--- src/rtl/mem_port_arbiter.sv ---
// -----------------------------------------------------------------------------
// mem_port_arbiter
//
// Shares one single-port synchronous RAM between the fetch port (if_*) and
// the load/store port (d_*). At most one access is granted per cycle. The
// grant and the RAM command are combinational in the request cycle. The
// response appears one cycle later, when the RAM read data is valid.
//
// Data accesses are converted from byte address + size into a word address,
// byte enables and lane-replicated write data. Load data is aligned and
// sign- or zero-extended. A misaligned access, or an access with an illegal
// size, is still granted and still gets a response with err = 1, but the RAM
// is never enabled for it.
//
// Configuration macro:
//    MEM_ARB_RR_EN  when defined, simultaneous requests are arbitrated
//                   round-robin: the port not granted last time wins.
//                   When undefined, the data port always wins a tie.
//
// Ports:
//    clk, rst                    clock, asynchronous active-high reset
//    if_req_valid/ready, if_addr fetch request (byte address)
//    if_rsp_valid, if_rdata, if_err   fetch response
//    d_req_valid/ready, d_addr, d_we, d_size, d_unsigned, d_wdata
//                                load/store request
//    d_rsp_valid, d_rdata, d_err load data / store ack
//    ram_en, ram_we, ram_be, ram_addr, ram_wdata, ram_rdata   RAM macro
// -----------------------------------------------------------------------------
module mem_port_arbiter #(
   parameter int RAM_AW = 10
) (
   input  logic              clk,
   input  logic              rst,
   // fetch port
   input  logic              if_req_valid,
   output logic              if_req_ready,
   input  logic [31:0]       if_addr,
   output logic              if_rsp_valid,
   output logic [31:0]       if_rdata,
   output logic              if_err,
   // load/store port
   input  logic              d_req_valid,
   output logic              d_req_ready,
   input  logic [31:0]       d_addr,
   input  logic              d_we,
   input  logic [1:0]        d_size,
   input  logic              d_unsigned,
   input  logic [31:0]       d_wdata,
   output logic              d_rsp_valid,
   output logic [31:0]       d_rdata,
   output logic              d_err,
   // RAM macro
   output logic              ram_en,
   output logic              ram_we,
   output logic [3:0]        ram_be,
   output logic [RAM_AW-1:0] ram_addr,
   output logic [31:0]       ram_wdata,
   input  logic [31:0]       ram_rdata
);

   // The state names which port owns the response in the next cycle.
   localparam logic [1:0] ST_IDLE   = 2'd0;
   localparam logic [1:0] ST_IF_RSP = 2'd1;
   localparam logic [1:0] ST_D_RSP  = 2'd2;

   // ram_size_e encoding
   localparam logic [1:0] SZ_BYTE = 2'd0;
   localparam logic [1:0] SZ_HALF = 2'd1;
   localparam logic [1:0] SZ_WORD = 2'd2;

   logic       grant_if;
   logic       grant_d;
   logic       if_misal;
   logic       d_misal;

   logic [1:0] state_q,    state_d;
   logic       if_err_q,   if_err_d;
   logic       d_err_q,    d_err_d;
   logic [1:0] d_off_q,    d_off_d;
   logic [1:0] d_size_q,   d_size_d;
   logic       d_uns_q,    d_uns_d;
   logic       d_we_q,     d_we_d;

   // Address bits above the RAM word address are ignored, so accesses wrap.
   logic       unused_addr_bits;
   assign unused_addr_bits = ^{if_addr[31:RAM_AW+2], d_addr[31:RAM_AW+2]};

   // --------------------------------------------------------------------------
   // Arbitration
   // --------------------------------------------------------------------------
`ifdef MEM_ARB_RR_EN
   // 1 = data port was granted most recently. It resets to "fetch", so the
   // first tie after reset goes to data.
   logic last_d_q, last_d_d;

   always_comb begin
      last_d_d = last_d_q;
      if (grant_d)
         last_d_d = 1'b1;
      else if (grant_if)
         last_d_d = 1'b0;
   end

   always_ff @(posedge clk or posedge rst) begin
      if (rst)
         last_d_q <= 1'b0;
      else
         last_d_q <= last_d_d;
   end
`endif

   always_comb begin
      grant_if = 1'b0;
      grant_d  = 1'b0;
      if (!rst) begin
         if (if_req_valid && d_req_valid) begin
`ifdef MEM_ARB_RR_EN
            if (last_d_q)
               grant_if = 1'b1;
            else
               grant_d  = 1'b1;
`else
            grant_d = 1'b1;
`endif
         end else begin
            grant_if = if_req_valid;
            grant_d  = d_req_valid;
         end
      end
   end

   assign if_req_ready = grant_if;
   assign d_req_ready  = grant_d;

   // --------------------------------------------------------------------------
   // Alignment checks
   // --------------------------------------------------------------------------
   assign if_misal = |if_addr[1:0];

   always_comb begin
      case (d_size)
         SZ_BYTE: d_misal = 1'b0;
         SZ_HALF: d_misal = d_addr[0];
         SZ_WORD: d_misal = |d_addr[1:0];
         default: d_misal = 1'b1;   // 2'b11 is not a legal size
      endcase
   end

   // --------------------------------------------------------------------------
   // RAM command
   // --------------------------------------------------------------------------
   always_comb begin
      ram_en    = 1'b0;
      ram_we    = 1'b0;
      ram_be    = 4'b0000;
      ram_addr  = d_addr[RAM_AW+1:2];
      ram_wdata = d_wdata;
      if (grant_if) begin
         ram_addr = if_addr[RAM_AW+1:2];
         if (!if_misal) begin
            ram_en = 1'b1;
            ram_be = 4'b1111;
         end
      end else if (grant_d) begin
         ram_addr = d_addr[RAM_AW+1:2];
         if (!d_misal) begin
            ram_en = 1'b1;
            if (d_we) begin
               ram_we = 1'b1;
               // Replicate narrow data across lanes so the byte enables alone
               // select where it lands.
               case (d_size)
                  SZ_BYTE: begin
                     ram_be    = 4'b0001 << d_addr[1:0];
                     ram_wdata = {4{d_wdata[7:0]}};
                  end
                  SZ_HALF: begin
                     ram_be    = 4'b0011 << d_addr[1:0];
                     ram_wdata = {2{d_wdata[15:0]}};
                  end
                  default: begin
                     ram_be    = 4'b1111;
                     ram_wdata = d_wdata;
                  end
               endcase
            end else begin
               ram_be = 4'b1111;
            end
         end
      end
   end

   // --------------------------------------------------------------------------
   // Response state
   // --------------------------------------------------------------------------
   always_comb begin
      if (grant_d)
         state_d = ST_D_RSP;
      else if (grant_if)
         state_d = ST_IF_RSP;
      else
         state_d = ST_IDLE;

      if_err_d = grant_if & if_misal;
      d_err_d  = grant_d & d_misal;

      // Data request attributes are captured only on acceptance.
      d_off_d  = d_off_q;
      d_size_d = d_size_q;
      d_uns_d  = d_uns_q;
      d_we_d   = d_we_q;
      if (grant_d) begin
         d_off_d  = d_addr[1:0];
         d_size_d = d_size;
         d_uns_d  = d_unsigned;
         d_we_d   = d_we;
      end
   end

   always_ff @(posedge clk or posedge rst) begin
      if (rst) begin
         state_q  <= ST_IDLE;
         if_err_q <= 1'b0;
         d_err_q  <= 1'b0;
         d_off_q  <= 2'b00;
         d_size_q <= SZ_BYTE;
         d_uns_q  <= 1'b0;
         d_we_q   <= 1'b0;
      end else begin
         state_q  <= state_d;
         if_err_q <= if_err_d;
         d_err_q  <= d_err_d;
         d_off_q  <= d_off_d;
         d_size_q <= d_size_d;
         d_uns_q  <= d_uns_d;
         d_we_q   <= d_we_d;
      end
   end

   // --------------------------------------------------------------------------
   // Response outputs
   // --------------------------------------------------------------------------
   logic [31:0] load_shift;
   logic [31:0] load_ext;

   assign load_shift = ram_rdata >> {d_off_q, 3'b000};

   always_comb begin
      case (d_size_q)
         SZ_BYTE: load_ext = {{24{load_shift[7]  & ~d_uns_q}}, load_shift[7:0]};
         SZ_HALF: load_ext = {{16{load_shift[15] & ~d_uns_q}}, load_shift[15:0]};
         default: load_ext = load_shift;
      endcase
   end

   assign if_rsp_valid = (state_q == ST_IF_RSP);
   assign if_err       = if_rsp_valid & if_err_q;
   assign if_rdata     = (if_rsp_valid && !if_err_q) ? ram_rdata : 32'h0;

   assign d_rsp_valid  = (state_q == ST_D_RSP);
   assign d_err        = d_rsp_valid & d_err_q;
   // Stores and errored accesses return zero data.
   assign d_rdata      = (d_rsp_valid && !d_err_q && !d_we_q) ? load_ext : 32'h0;

endmodule

--- config.mk ---
export PLATFORM = sky130hd
export DESIGN_NAME = mem_port_arbiter
export DESIGN_NICKNAME = d
export VERILOG_FILES = /design/src/rtl/mem_port_arbiter.sv
export SDC_FILE = /design/constraint.sdc
export NUM_CORES = 1
export LEC_CHECK = 0
export CAP_MARGIN = 15
export CELL_PAD_IN_SITES_DETAIL_PLACEMENT = 0
export CELL_PAD_IN_SITES_GLOBAL_PLACEMENT = 1
export CORE_UTILIZATION = 16
export CTS_CLUSTER_SIZE = 20
export DETAILED_ROUTE_END_ITERATION = 6
export PLACE_DENSITY_LB_ADDON = 0.1
export REMOVE_ABC_BUFFERS = 1
export SYNTH_ARGS = -nofsm -noshare
export SYNTH_HDL_FRONTEND = slang
export SYNTH_SLANG_ARGS = --single-unit
--- constraint.sdc ---
create_clock -name clk -period 3.4 [get_ports clk]
set_input_delay 0.68 -clock clk [delete_from_list [all_inputs] [get_ports clk]]
set_output_delay 0.68 -clock clk [all_outputs]
set_load 0.03 [all_outputs]
**Congestion heat map**

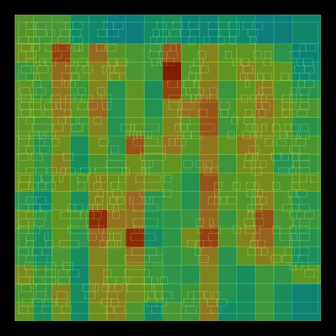
met3 Use GR: 0.0503
Top Usage Layer GRT: met2

**Drive-strength map**

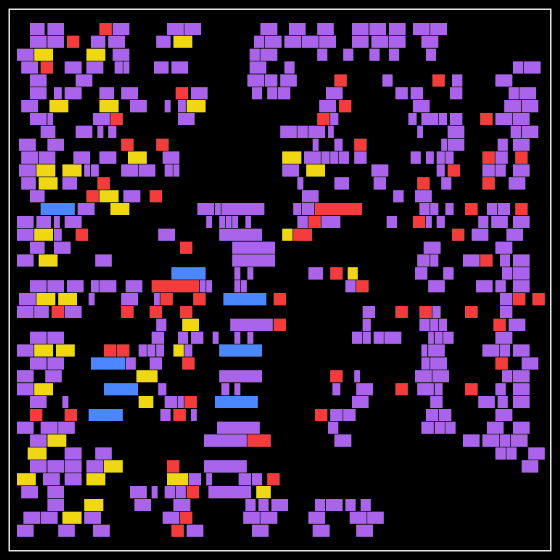
- purple: x1 and smaller (cells 370; most used clkdlybuf4s50_1)
- red: x3 and x4 (cells 66; most used buf_4)
- blue: x6 and larger (cells 8; most used buf_12)
- yellow: x2 (cells 36; most used mux2_2)

==> impl_metrics.csv <==
group,metric,value,unit
logic_synthesis,synth.logic.top_family,"simple AND/OR/NAND/NOR gates",
logic_synthesis,yosys_most_used_dff,"dfrtp_1",
floorplanning,num_rows,40,
routing,highest_layer,"met4",
cells_and_area,nNetsFinal,618,
min_path,whs_endpoint,"d_we_q",
cells_and_area,register_area,250,um^2
min_path,hp-class,"reg2reg",
logic_synthesis,ys_types,38,
setup_path,crit_buf_inv,3,
global_routing,gr-total-overflow,0,
logic_synthesis,ys_sh_aoi,0.222,
cells_and_area,nClkBuffers,3,
pwr,maxPowerGroup,"combinational cells",
routing,via_count,2719,
setup_path,cp_slowest_stage_delay,0.41,ns
min_path,hp-start,"d_we_q",
cts,cts_setup_buffers,0,
floorplanning,die_x,114,um
setup_path,cp.required,2.72,ns
logic_synthesis,xor_share,0,
logic_synthesis,async_flop_share,1.00,
routing,drt-vias-per-instance,4.20,
cts,htree_levels,1,
cells_and_area,fill_cells,1340,
logic_synthesis,synth-simple-area-share,0.297,
flow_run,warnings,65,
routing,drc,0,
global_routing,grt_first_pass_wirelength,14200,um
min_path,hold_depth,2,
logic_synthesis,synth_seq_share,0.124,
routing,wl_met3,1090,um
cts,cts_tree,"done",
cells_and_area,comb_share,0.369,
logic_synthesis,topCellsByArea,"mux2_2, and2_1, dfrtp_1, mux2i_1, a211oi_1",
setup_path,cp-startpoint,"rst",
routing,wl,9270,um
placement,portBuffers,213,
cts,cts_sinks,10,
flow_run,timing.max_cap.violations,0,
cts,clk_latency,0.23,ns
logic_synthesis,top_cells_by_count,"and2_1, mux2_2, mux2i_1",
setup_path,crit_chain,"clkdlybuf4s50_1 -> nand2b_1 -> a2111oi_4 -> buf_12 -> mux2_2 -> dlygate4sd2_1",
pwr,clk-power,0.197,mW
outcome,status,"finished, final reports clean",
placement,numPlacedInstances,645,
final_timing,tns,0,ns
pwr,p_comb,0.641,mW
setup_path,cp.depth,6,
cells_and_area,layout-drive-gt1-share,0.229,
**Met2 routing**

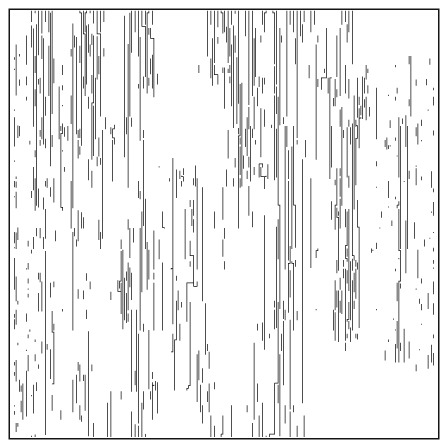
- main direction: vertical
- nets with wire on the layer: 485
- share of all routed wire: 49%
- wire length on this layer: 4560 um
- longest straight run: 64.9 um

**Placement density heat map**

Bar = 20 um. 11 x 11 tiles, from dark blue (low) to red (high), 0 to 100% covered.
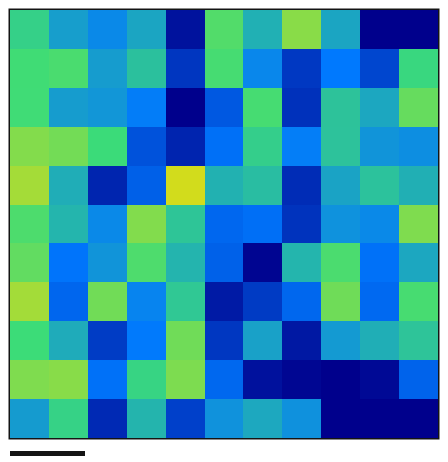
- fullest tile: 69%
- emptiest ninth of the die: south-east
- nearly empty tiles: 8.3%
- mean over tiles: 32%
pre-placement core utilization: 0.166
Core ar.: 0.0122 mm^2
Final Core Density: 0.364

No activity file was given, so power comes from the tool's default toggle rates.
